## config.mk

```make
export PLATFORM = sky130hd
export DESIGN_NAME = fifo_mac
export DESIGN_NICKNAME = d
export VERILOG_FILES = /design/src/rtl/fifo_mac_pkg.sv /design/src/rtl/fifo_mac_mac_stage.sv /design/src/rtl/fifo_mac.sv
export SDC_FILE = /design/constraint.sdc
export NUM_CORES = 1
export LEC_CHECK = 0
export ABC_CLOCK_PERIOD_IN_PS = 7800
export CORE_MARGIN = 5
export CORE_UTILIZATION = 56
export CTS_BUF_LIST = sky130_fd_sc_hd__clkbuf_16
export CTS_CLUSTER_DIAMETER = 40
export CTS_CLUSTER_SIZE = 20
export DETAILED_ROUTE_END_ITERATION = 10
export MAX_ROUTING_LAYER = met4
export PLACE_DENSITY = 0.78
export SLEW_MARGIN = 40
export SYNTH_ARGS = -nofsm -noshare
export SYNTH_HDL_FRONTEND = slang
export SYNTH_SLANG_ARGS = --single-unit
export TNS_END_PERCENT = 1
```

## constraint.sdc

```tcl
create_clock -name clk -period 7.8 [get_ports clk]
set_clock_uncertainty 0.05 [all_clocks]
set_input_delay 1.56 -clock clk [delete_from_list [all_inputs] [get_ports clk]]
set_output_delay 1.56 -clock clk [all_outputs]
set_load 0.01 [all_outputs]
```

## src/rtl/fifo_mac_pkg.sv

```systemverilog
// Shared definitions for the fifo_mac dot-product engine: FSM encoding and
// the default datapath widths used across NPU stages.
package fifo_mac_pkg;

    localparam int DATA_WIDTH_DEF = 8;
    localparam int ACC_WIDTH_DEF  = 24;
    localparam int VEC_LEN_DEF    = 16;

    typedef enum logic [1:0] {
        ST_IDLE = 2'd0,
        ST_RUN  = 2'd1,
        ST_DONE = 2'd2
    } state_e;

endpackage

```

## src/rtl/fifo_mac_mac_stage.sv

```systemverilog
// mac_stage: registered signed multiply-accumulate with clear and enable.
// Clear has priority over accumulate; the running sum wraps modulo 2^ACC_WIDTH.
module mac_stage
    import fifo_mac_pkg::*;
#(
    parameter int DATA_WIDTH = DATA_WIDTH_DEF,
    parameter int ACC_WIDTH  = ACC_WIDTH_DEF
) (
    input  logic                  clk,
    input  logic                  rst,
    input  logic                  clr_i,
    input  logic                  en_i,
    input  logic [DATA_WIDTH-1:0] a_i,
    input  logic [DATA_WIDTH-1:0] b_i,
    output logic [ACC_WIDTH-1:0]  acc_o
);

    logic signed [2*DATA_WIDTH-1:0] prod_s;
    logic signed [ACC_WIDTH-1:0]    prod_ext_s;
    logic [ACC_WIDTH-1:0]           acc_d;
    logic [ACC_WIDTH-1:0]           acc_q;

    assign prod_s     = (2*DATA_WIDTH)'($signed(a_i)) * (2*DATA_WIDTH)'($signed(b_i));
    assign prod_ext_s = ACC_WIDTH'(prod_s);
    assign acc_d      = acc_q + prod_ext_s;
    assign acc_o      = acc_q;

    // Accumulator register
    always_ff @(posedge clk or negedge rst) begin
        if (!rst) begin
            acc_q <= '0;
        end else if (clr_i) begin
            acc_q <= '0;
        end else if (en_i) begin
            acc_q <= acc_d;
        end
    end

endmodule

```

## src/rtl/fifo_mac.sv

```systemverilog
// fifo_mac: pops VEC_LEN signed activations from the upstream FIFO, dots them
// with the internal weight bank and offers the sum on a valid/ready port.
module fifo_mac
    import fifo_mac_pkg::*;
#(
    parameter int DATA_WIDTH = DATA_WIDTH_DEF,
    parameter int VEC_LEN    = VEC_LEN_DEF,
    parameter int ACC_WIDTH  = ACC_WIDTH_DEF,
    parameter int AW         = $clog2(VEC_LEN)
) (
    input  logic                  clk,
    input  logic                  rst,
    input  logic                  enable,
    input  logic                  start,
    input  logic                  fifo_empty,
    output logic                  fifo_rd_en,
    input  logic [DATA_WIDTH-1:0] fifo_data,
    input  logic                  w_wr_en,
    input  logic [AW-1:0]         w_addr,
    input  logic [DATA_WIDTH-1:0] w_data,
    output logic [ACC_WIDTH-1:0]  result,
    output logic                  result_valid,
    input  logic                  result_ready,
    output logic                  busy
);

    localparam int            CW        = $clog2(VEC_LEN + 1);
    localparam logic [CW-1:0] VEC_LEN_C = CW'(VEC_LEN);
    localparam logic [AW:0]   VEC_LEN_A = (AW + 1)'(VEC_LEN);

    state_e                state_q, state_d;
    logic [CW-1:0]         issued_q, issued_d;
    logic [CW-1:0]         recv_q, recv_d;
    logic                  pending_q, pending_d;
    logic [ACC_WIDTH-1:0]  result_q, result_d;
    logic [DATA_WIDTH-1:0] weights_q [VEC_LEN];

    logic                  rd_en_s;
    logic                  clr_s;
    logic                  cap_s;
    logic                  w_we_s;
    logic [AW-1:0]         recv_idx_s;
    logic [ACC_WIDTH-1:0]  acc_s;

    assign recv_idx_s   = recv_q[AW-1:0];
    assign w_we_s       = w_wr_en && (state_q == ST_IDLE) && ({1'b0, w_addr} < VEC_LEN_A);
    assign fifo_rd_en   = rd_en_s;
    assign result       = result_q;
    assign result_valid = (state_q == ST_DONE);
    assign busy         = (state_q != ST_IDLE);

    mac_stage #(
        .DATA_WIDTH (DATA_WIDTH),
        .ACC_WIDTH  (ACC_WIDTH)
    ) u_mac (
        .clk   (clk),
        .rst   (rst),
        .clr_i (clr_s),
        .en_i  (cap_s),
        .a_i   (fifo_data),
        .b_i   (weights_q[recv_idx_s]),
        .acc_o (acc_s)
    );

    // Next-state, counter and pop-request logic
    always_comb begin
        state_d   = state_q;
        issued_d  = issued_q;
        recv_d    = recv_q;
        pending_d = pending_q;
        result_d  = result_q;
        rd_en_s   = 1'b0;
        clr_s     = 1'b0;
        cap_s     = 1'b0;
        case (state_q)
            ST_IDLE: begin
                if (start && enable) begin
                    state_d   = ST_RUN;
                    issued_d  = '0;
                    recv_d    = '0;
                    pending_d = 1'b0;
                    clr_s     = 1'b1;
                end else begin
                    state_d = ST_IDLE;
                end
            end
            ST_RUN: begin
                rd_en_s   = enable && !fifo_empty && (issued_q < VEC_LEN_C);
                pending_d = rd_en_s;
                // A pop issued last cycle always lands, whatever enable does now.
                cap_s     = pending_q;
                if (rd_en_s) begin
                    issued_d = issued_q + CW'(1);
                end else begin
                    issued_d = issued_q;
                end
                if (pending_q) begin
                    recv_d = recv_q + CW'(1);
                end else begin
                    recv_d = recv_q;
                end
                if (recv_q == VEC_LEN_C) begin
                    state_d  = ST_DONE;
                    result_d = acc_s;
                end else begin
                    state_d = ST_RUN;
                end
            end
            ST_DONE: begin
                if (result_ready) begin
                    state_d = ST_IDLE;
                end else begin
                    state_d = ST_DONE;
                end
            end
            default: begin
                state_d = ST_IDLE;
            end
        endcase
    end

    // Control and result registers
    always_ff @(posedge clk or negedge rst) begin
        if (!rst) begin
            state_q   <= ST_IDLE;
            issued_q  <= '0;
            recv_q    <= '0;
            pending_q <= 1'b0;
            result_q  <= '0;
        end else begin
            state_q   <= state_d;
            issued_q  <= issued_d;
            recv_q    <= recv_d;
            pending_q <= pending_d;
            result_q  <= result_d;
        end
    end

    // Weight bank, writable only while idle
    always_ff @(posedge clk or negedge rst) begin
        if (!rst) begin
            for (int i = 0; i < VEC_LEN; i++) begin
                weights_q[i] <= '0;
            end
        end else if (w_we_s) begin
            weights_q[w_addr] <= w_data;
        end
    end

endmodule
```

==> qor.txt <==
Tool Warnings: 28
drt drc: 0
Place WS: -0.2640 ns
placement row count: 52
Core ar.: 20360 um2
Top cell area share: 40.70%
Setup WS post-layout: 0.2914 ns
minimum clock period: 7.509 ns
outcome: finished, final reports clean
ANT cells: 0
most frequent cells in the layout: 188 x dfrtp_1, 151 x mux2_2, 98 x inv_1
Synthesized registers: 189
first-pass GRT wire length: 41440 um
ys cells: 958
Synth mux share: 22.53%
Synthesized Nets: 1096
CP Class: register to register
Yosys top cell by instances: dfrtp_1
post-route ant nets: 0
crit share post-route: 96.26%
max_slew headroom: 40.20%
Synth top cells by count: 189 x dfrtp_1, 151 x mux2_2, 98 x inv_1
clock tree sinks: 189
HP Class: register to register
Via density: 5.703
number of setup buffers added after CTS: 0
number of port buffers: 53
Basic Gates by Area: 8.226%
register area share after synthesis: 40.70%
Buf+Inv Stages, Crit Path: 11
CTS tree: built
Late-Pin Clk Latency: 0.43 ns
Levels on crit path: 32
ao+oa area frac: 5.965%
hold slack: 0.4386 ns
GRT overflow: 0
## worst paths after layout
path,startpoint,end,slack [ns]
min in group asynchronous,rst,result[14],1.07
max in group asynchronous,rst,weights_q[92],5.43
hold / removal,result[23],result[23],0.44
setup / recovery,recv_q[0],u_mac.acc_o[23],0.29
hold reg to reg,result[23],result[23],0.44
setup reg to reg,recv_q[0],u_mac.acc_o[23],0.29
## final cells by class
type	instances	area [um2]
clock inverters	15	193.9
flip-flops and latches	189	4731
repair buffers	131	1260
clock buffers	17	425.4
multi-input cells	641	6516
inverters	98	367.9
well taps	270	337.8
fillers	1437	6533
## layer usage
metal / vias up / part of all wire [%] / global-route usage, %
li1: 3559 / - / -
met1: 3977 / 42 / 28.28
met2: 185 / 53 / 37.65
met3: 41 / 3.9 / 3.092
met4: 0 / 1.8 / 6.182
met5: - / 0 / -
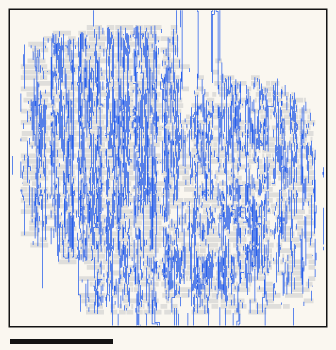
*The metal 2 layer*
Bar = 50 um. Cells faint in the background.
main direction: vertical
nets with wire on the layer: 1102
longest straight run: 66.0 um
share of all routed wire: 53%

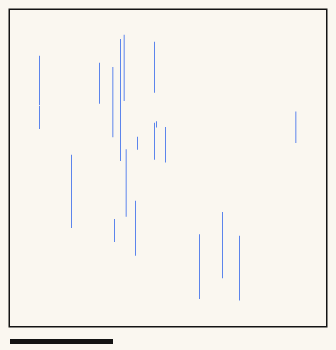
*M4 wires*
Bar = 50 um.
nets with wire on the layer: 15
wire length on this layer: 462 um
main direction: vertical
longest straight run: 59.2 um
share of all routed wire: 1.8%
final wirelength: 25640 um
via count: 7762

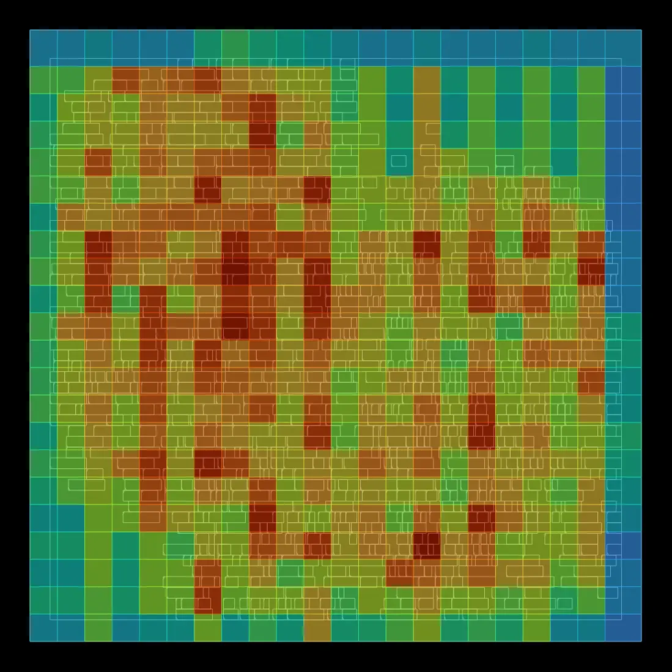
*Track usage over the die*
WL/cell: 18.84 um
GR peak layer: met2

